`src/rtl/shift_arbiter_if.sv`:
```
// shift_arbiter_if: request/operand/grant and result handshake bundle for shift_arbiter.
interface shift_arbiter_if;
    logic        req_0;
    logic        req_1;
    logic [31:0] in_0;
    logic [31:0] in_1;
    logic [4:0]  shift_0;
    logic [4:0]  shift_1;
    logic        select_0;
    logic        select_1;
    logic        gnt_0;
    logic        gnt_1;
    logic [31:0] out;
    logic        out_valid;
    logic        out_tag;
    logic        out_ack;
    logic        busy;
    modport master (
        output req_0, req_1, in_0, in_1, shift_0, shift_1, select_0, select_1, out_ack,
        input  gnt_0, gnt_1, out, out_valid, out_tag, busy
    );
    modport slave (
        input  req_0, req_1, in_0, in_1, shift_0, shift_1, select_0, select_1, out_ack,
        output gnt_0, gnt_1, out, out_valid, out_tag, busy
    );
endinterface

```
`src/rtl/shift_arbiter.sv`:
```
// shift_arbiter: two requesters share one 32-bit shifter; IDLE -> SHIFT -> DONE.
// Define SHIFT_ARB_RR_EN for round-robin arbitration, otherwise requester 0 has priority.
module shift_arbiter (
    input logic            clk,
    input logic            reset,
    shift_arbiter_if.slave bus
);
    typedef enum logic [1:0] {IDLE, SHIFT, DONE} state_t;
    state_t      state;
    logic [31:0] op_in;
    logic [4:0]  op_shift;
    logic        op_sel;
    logic        op_tag;
    logic        any_req;
    logic        win;
    logic        grant;
`ifdef SHIFT_ARB_RR_EN
    logic        last;
    assign win = (bus.req_0 && bus.req_1) ? ~last : bus.req_1;
`else
    assign win = ~bus.req_0;
`endif
    assign any_req   = bus.req_0 | bus.req_1;
    // Grant is decided and operands captured in the same IDLE cycle.
    assign grant     = (state == IDLE) && any_req && !reset;
    assign bus.gnt_0 = grant && !win;
    assign bus.gnt_1 = grant && win;
    assign bus.busy  = state != IDLE;
    always_ff @(posedge clk) begin
        if (reset) begin
            state         <= IDLE;
            op_in         <= '0;
            op_shift      <= '0;
            op_sel        <= 1'b0;
            op_tag        <= 1'b0;
            bus.out       <= '0;
            bus.out_valid <= 1'b0;
            bus.out_tag   <= 1'b0;
`ifdef SHIFT_ARB_RR_EN
            last          <= 1'b1;
`endif
        end else begin
            case (state)
                IDLE: if (any_req) begin
                    op_in    <= win ? bus.in_1 : bus.in_0;
                    op_shift <= win ? bus.shift_1 : bus.shift_0;
                    op_sel   <= win ? bus.select_1 : bus.select_0;
                    op_tag   <= win;
`ifdef SHIFT_ARB_RR_EN
                    last     <= win;
`endif
                    state    <= SHIFT;
                end
                SHIFT: begin
                    bus.out       <= op_sel ? op_in >> op_shift : op_in << op_shift;
                    bus.out_valid <= 1'b1;
                    bus.out_tag   <= op_tag;
                    state         <= DONE;
                end
                DONE: if (bus.out_ack) begin
                    bus.out_valid <= 1'b0;
                    state         <= IDLE;
                end
                default: state <= IDLE;
            endcase
        end
    end
endmodule

```
`src/flat_wrapper.sv`:
```
// flat-port wrapper written by rule: the top's interface ports become plain ports
module shift_arbiter_flat 
  (clk, reset, bus_req_0, bus_req_1, bus_in_0, bus_in_1, bus_shift_0, bus_shift_1, bus_select_0, bus_select_1, bus_out_ack, bus_gnt_0, bus_gnt_1, bus_out, bus_out_valid, bus_out_tag, bus_busy);
  shift_arbiter_if bus_i ();
  input logic clk;
  input logic reset;
  input wire logic [$bits(bus_i.req_0)-1:0] bus_req_0;
  input wire logic [$bits(bus_i.req_1)-1:0] bus_req_1;
  input wire logic [$bits(bus_i.in_0)-1:0] bus_in_0;
  input wire logic [$bits(bus_i.in_1)-1:0] bus_in_1;
  input wire logic [$bits(bus_i.shift_0)-1:0] bus_shift_0;
  input wire logic [$bits(bus_i.shift_1)-1:0] bus_shift_1;
  input wire logic [$bits(bus_i.select_0)-1:0] bus_select_0;
  input wire logic [$bits(bus_i.select_1)-1:0] bus_select_1;
  input wire logic [$bits(bus_i.out_ack)-1:0] bus_out_ack;
  output wire logic [$bits(bus_i.gnt_0)-1:0] bus_gnt_0;
  output wire logic [$bits(bus_i.gnt_1)-1:0] bus_gnt_1;
  output wire logic [$bits(bus_i.out)-1:0] bus_out;
  output wire logic [$bits(bus_i.out_valid)-1:0] bus_out_valid;
  output wire logic [$bits(bus_i.out_tag)-1:0] bus_out_tag;
  output wire logic [$bits(bus_i.busy)-1:0] bus_busy;
  assign bus_i.req_0 = bus_req_0;
  assign bus_i.req_1 = bus_req_1;
  assign bus_i.in_0 = bus_in_0;
  assign bus_i.in_1 = bus_in_1;
  assign bus_i.shift_0 = bus_shift_0;
  assign bus_i.shift_1 = bus_shift_1;
  assign bus_i.select_0 = bus_select_0;
  assign bus_i.select_1 = bus_select_1;
  assign bus_i.out_ack = bus_out_ack;
  assign bus_gnt_0 = bus_i.gnt_0;
  assign bus_gnt_1 = bus_i.gnt_1;
  assign bus_out = bus_i.out;
  assign bus_out_valid = bus_i.out_valid;
  assign bus_out_tag = bus_i.out_tag;
  assign bus_busy = bus_i.busy;
  shift_arbiter u_core (.clk(clk), .reset(reset), .bus(bus_i));
endmodule
```
`config.mk`:
```
export PLATFORM = sky130hd
export DESIGN_NAME = shift_arbiter_flat
export DESIGN_NICKNAME = d
export VERILOG_FILES = /design/src/rtl/shift_arbiter_if.sv /design/src/rtl/shift_arbiter.sv /design/src/flat_wrapper.sv
export SDC_FILE = /design/constraint.sdc
export NUM_CORES = 1
export LEC_CHECK = 0
export CAP_MARGIN = 20
export CORE_UTILIZATION = 40
export DETAILED_ROUTE_END_ITERATION = 16
export REMOVE_ABC_BUFFERS = 1
export SLEW_MARGIN = 10
export SYNTH_ARGS = -nofsm -noshare
export SYNTH_HDL_FRONTEND = slang
export SYNTH_SLANG_ARGS = --single-unit
```
`constraint.sdc`:
```
create_clock -name clk -period 6.23 [get_ports clk]
set_input_delay 1.5575 -clock clk [delete_from_list [all_inputs] [get_ports clk]]
set_output_delay 1.5575 -clock clk [all_outputs]
set_load 0.01 [all_outputs]
```
==> flow_summary.ini, run 1 <==
; yosys + openroad results
[synthesis]
synthesis.area_sq_um = 7380
yosysWarnings = 0
synth_largest_type_area_fraction = 0.205

[layout]
clock_area_frac = 0.0338
n_sequential_cell = 75
fill_cells = 1785
largest_cell_class = logic gates
final_common_cell = clkdlybuf4s50_1
inverters_excl_clock = 6

[place]
place_hpwl_um = 18300
dp_worst_setup_slack_ns = 1.52

[final_timing]
fmaxAchievable_mhz = 213
hold_viol = 0

[job]
tool_warnings = 25

[power]
p_clk_frac = 0.242
peak_supply_drop_uv = 143
power.share.combinational = 0.448

[worst_setup_path]
worst-setup-path-type = input pin to primary output
r2r_end = u_core.bus.out[10]$_SDFFE_PP0P_
cell_count_along_the_critical_path = 6

[detailed_routing]
totalWireLength_um = 26300

[clock_tree]
cts_buffers = 9
htree_num_levels = 3

[hold_path]
holdCritPathClass = register to register

[global_route]
wire_length_of_the_first_global_routing_pass_um = 40400
vias_in_the_first_global_route = 6510

[run_status]
run_status = finished clean
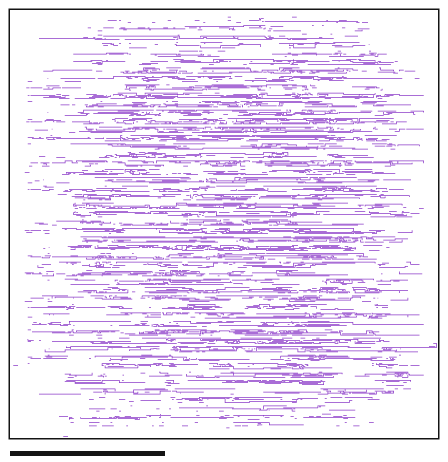
*Met1 routing, run 1*
The bar under the picture is 50 um long.
wire length on this layer: 11400 um
main direction: horizontal
longest straight run: 67.6 um

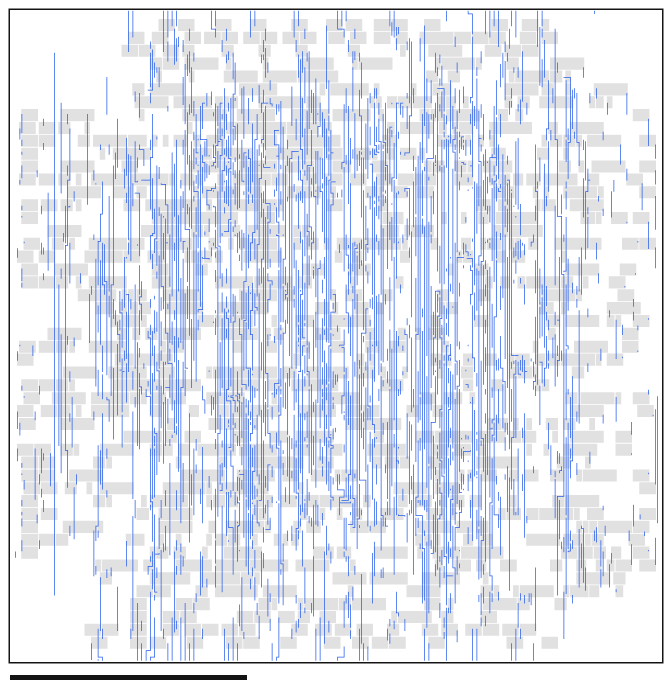
*Signal wires on met2, run 1*
The bar under the picture is 50 um long. Cells faint in the background.
longest straight run: 115 um
nets with wire on the layer: 751
main direction: vertical

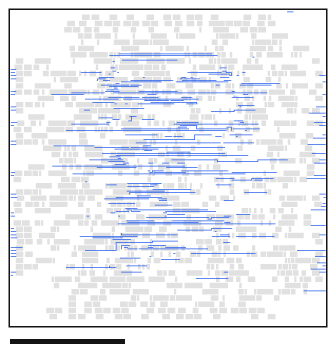
*Met3 routing, run 1*
The bar under the picture is 50 um long. Cells faint in the background.
wire length on this layer: 2520 um
longest straight run: 75.2 um
share of all routed wire: 9.6%
nets with wire on the layer: 167
main direction: horizontal

--- run 2 (diff from run 1) ---
==> constraint.sdc (replaced) <==
create_clock -name clk -period 4.9 [get_ports clk]
set_input_delay 1.225 -clock clk [delete_from_list [all_inputs] [get_ports clk]]
set_output_delay 1.225 -clock clk [all_outputs]
set_load 0.01 [all_outputs]
==> run 2 against run 1 <==
Design area increased by 0.42%. Sequential share of layout area shrank 0.072 points. Largest power group unchanged. Combinational power rose by 26%. Worst hold slack about the same. Cell count grew 0.54%. Wire length barely moved. Flip-flop count unchanged. Register-to-register slack worse by 1.1 ns. Die size unchanged. Clock-buffer cell count is the same. Highest routed layer unchanged.
==> flow_summary.ini, run 2 <==
; yosys + openroad results
[worst_setup_path]
cell_count_along_the_critical_path = 6
r2r_slack_ns = 1.93
r2r_end = u_core.bus.out[6]$_SDFFE_PP0P_
start_kind = input pin
worst-setup-path-type = input pin to primary output

[place]
dp_worst_setup_slack_ns = 0.858

[global_route]
wire_length_of_the_first_global_routing_pass_um = 40300
vias_in_the_first_global_route = 6452

[layout]
clock_area_frac = 0.0335
clkbuf_count = 9
nNonClkBuffers = 138
n_sequential_cell = 75
final_instance_area_sq_um = 8740
inverters_excl_clock = 6
largest_cell_class = logic gates

[clock_tree]
htree_num_levels = 3
cts_buffers = 9

[power]
powerDensity_nw_per_um2 = 322
peak_supply_drop_uv = 177
p_clk_frac = 0.241
power.share.combinational = 0.443

[run_status]
run_status = finished clean

[synthesis]
syn-mean-instance-area_sq_um = 8.79
synth_flops = 75
number_of_cells_in_the_yosys_synthesis_report = 839
yosysWarnings = 0
synth_largest_type_area_fraction = 0.205

[detailed_routing]
totalWireLength_um = 26400

[job]
tool_warnings = 25

[final_timing]
max_transition_viols_final = 0
hold_viol = 0
fmaxAchievable_mhz = 248
maxSlewHeadroom = 0.354

[hold_path]
holdCritPathClass = register to register
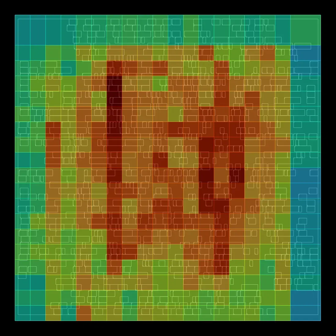
*Track usage over the die, run 2*
met3 routing resource usage after global routing: 0.0408
Routed wire per std cell: 23.8 um
met1 Resource Use GR: 0.421

--- run 3 (diff from run 2) ---
==> constraint.sdc (replaced) <==
create_clock -name clk -period 3.8 [get_ports clk]
set_input_delay 0.95 -clock clk [delete_from_list [all_inputs] [get_ports clk]]
set_output_delay 0.95 -clock clk [all_outputs]
set_load 0.01 [all_outputs]
==> run 3 against run 2 <==
Clock-buffer cell count up 2. Wire length up 4.7%. Global-route usage increased by 0.81 points. Clock power increased by 21%. Die size stayed put. Critical path type unchanged. Register-to-register slack worse by 0.99 ns. Critical endpoint unchanged. Flip-flop count unchanged. Sequential power grew 29%. Utilization grew 0.37 points. Largest power group unchanged. Synthesized cell count did not move.
==> flow_summary.ini, run 3 <==
; yosys + openroad results
[layout]
final_instance_area_sq_um = 8810
fill_cells = 1812
final_common_cell = clkdlybuf4s50_1
n_sequential_cell = 75
nNonClkBuffers = 150
clkbuf_count = 11
largest_cell_class = logic gates
inverters_excl_clock = 6
sequential_cell_area_sq_um = 1510

[final_timing]
hold_viol = 0
fmaxAchievable_mhz = 289
maxSlewHeadroom = 0.402
max_transition_viols_final = 0

[synthesis]
synth_flops = 75
synthesis.area_sq_um = 7380
number_of_cells_in_the_yosys_synthesis_report = 839
yosysWarnings = 0
synth.cellmix.xorXnorShare = 0
syn-mean-instance-area_sq_um = 8.79
synth_largest_type_area_fraction = 0.205

[worst_setup_path]
cell_count_along_the_critical_path = 6
r2r_end = u_core.bus.out[20]$_SDFFE_PP0P_
crit_arrival_ns = 2.51
r2r_slack_ns = 0.94
start_kind = input pin
worst-setup-path-type = input pin to primary output

[power]
powerDensity_nw_per_um2 = 413
power.share.combinational = 0.458
p_clk_frac = 0.227
seq_power_share = 0.315

[clock_tree]
htree_num_levels = 3
cts_buffers = 9
clk_pin_slew_worst_paths_ns = 0.06

[hold_path]
holdCritPathClass = register to register

[global_route]
gr-usage-met1 = 0.431
wire_length_of_the_first_global_routing_pass_um = 41400
vias_in_the_first_global_route = 6520
gr-usage-met3 = 0.0386

[place]
dp_worst_setup_slack_ns = 0.324
place_hpwl_um = 19600

[job]
tool_warnings = 25

[detailed_routing]
wl_per_cell_um = 24.6

[run_status]
run_status = finished clean
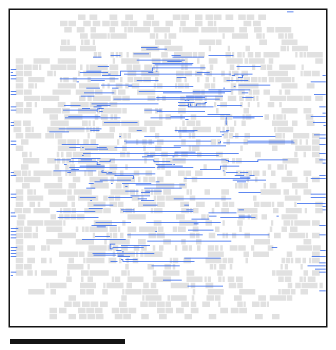
*Met3 routing, run 3*
The bar under the picture is 50 um long. Cells faint in the background.
share of all routed wire: 8.8%
nets with wire on the layer: 174

Power is estimated from default activity; no workload was simulated.
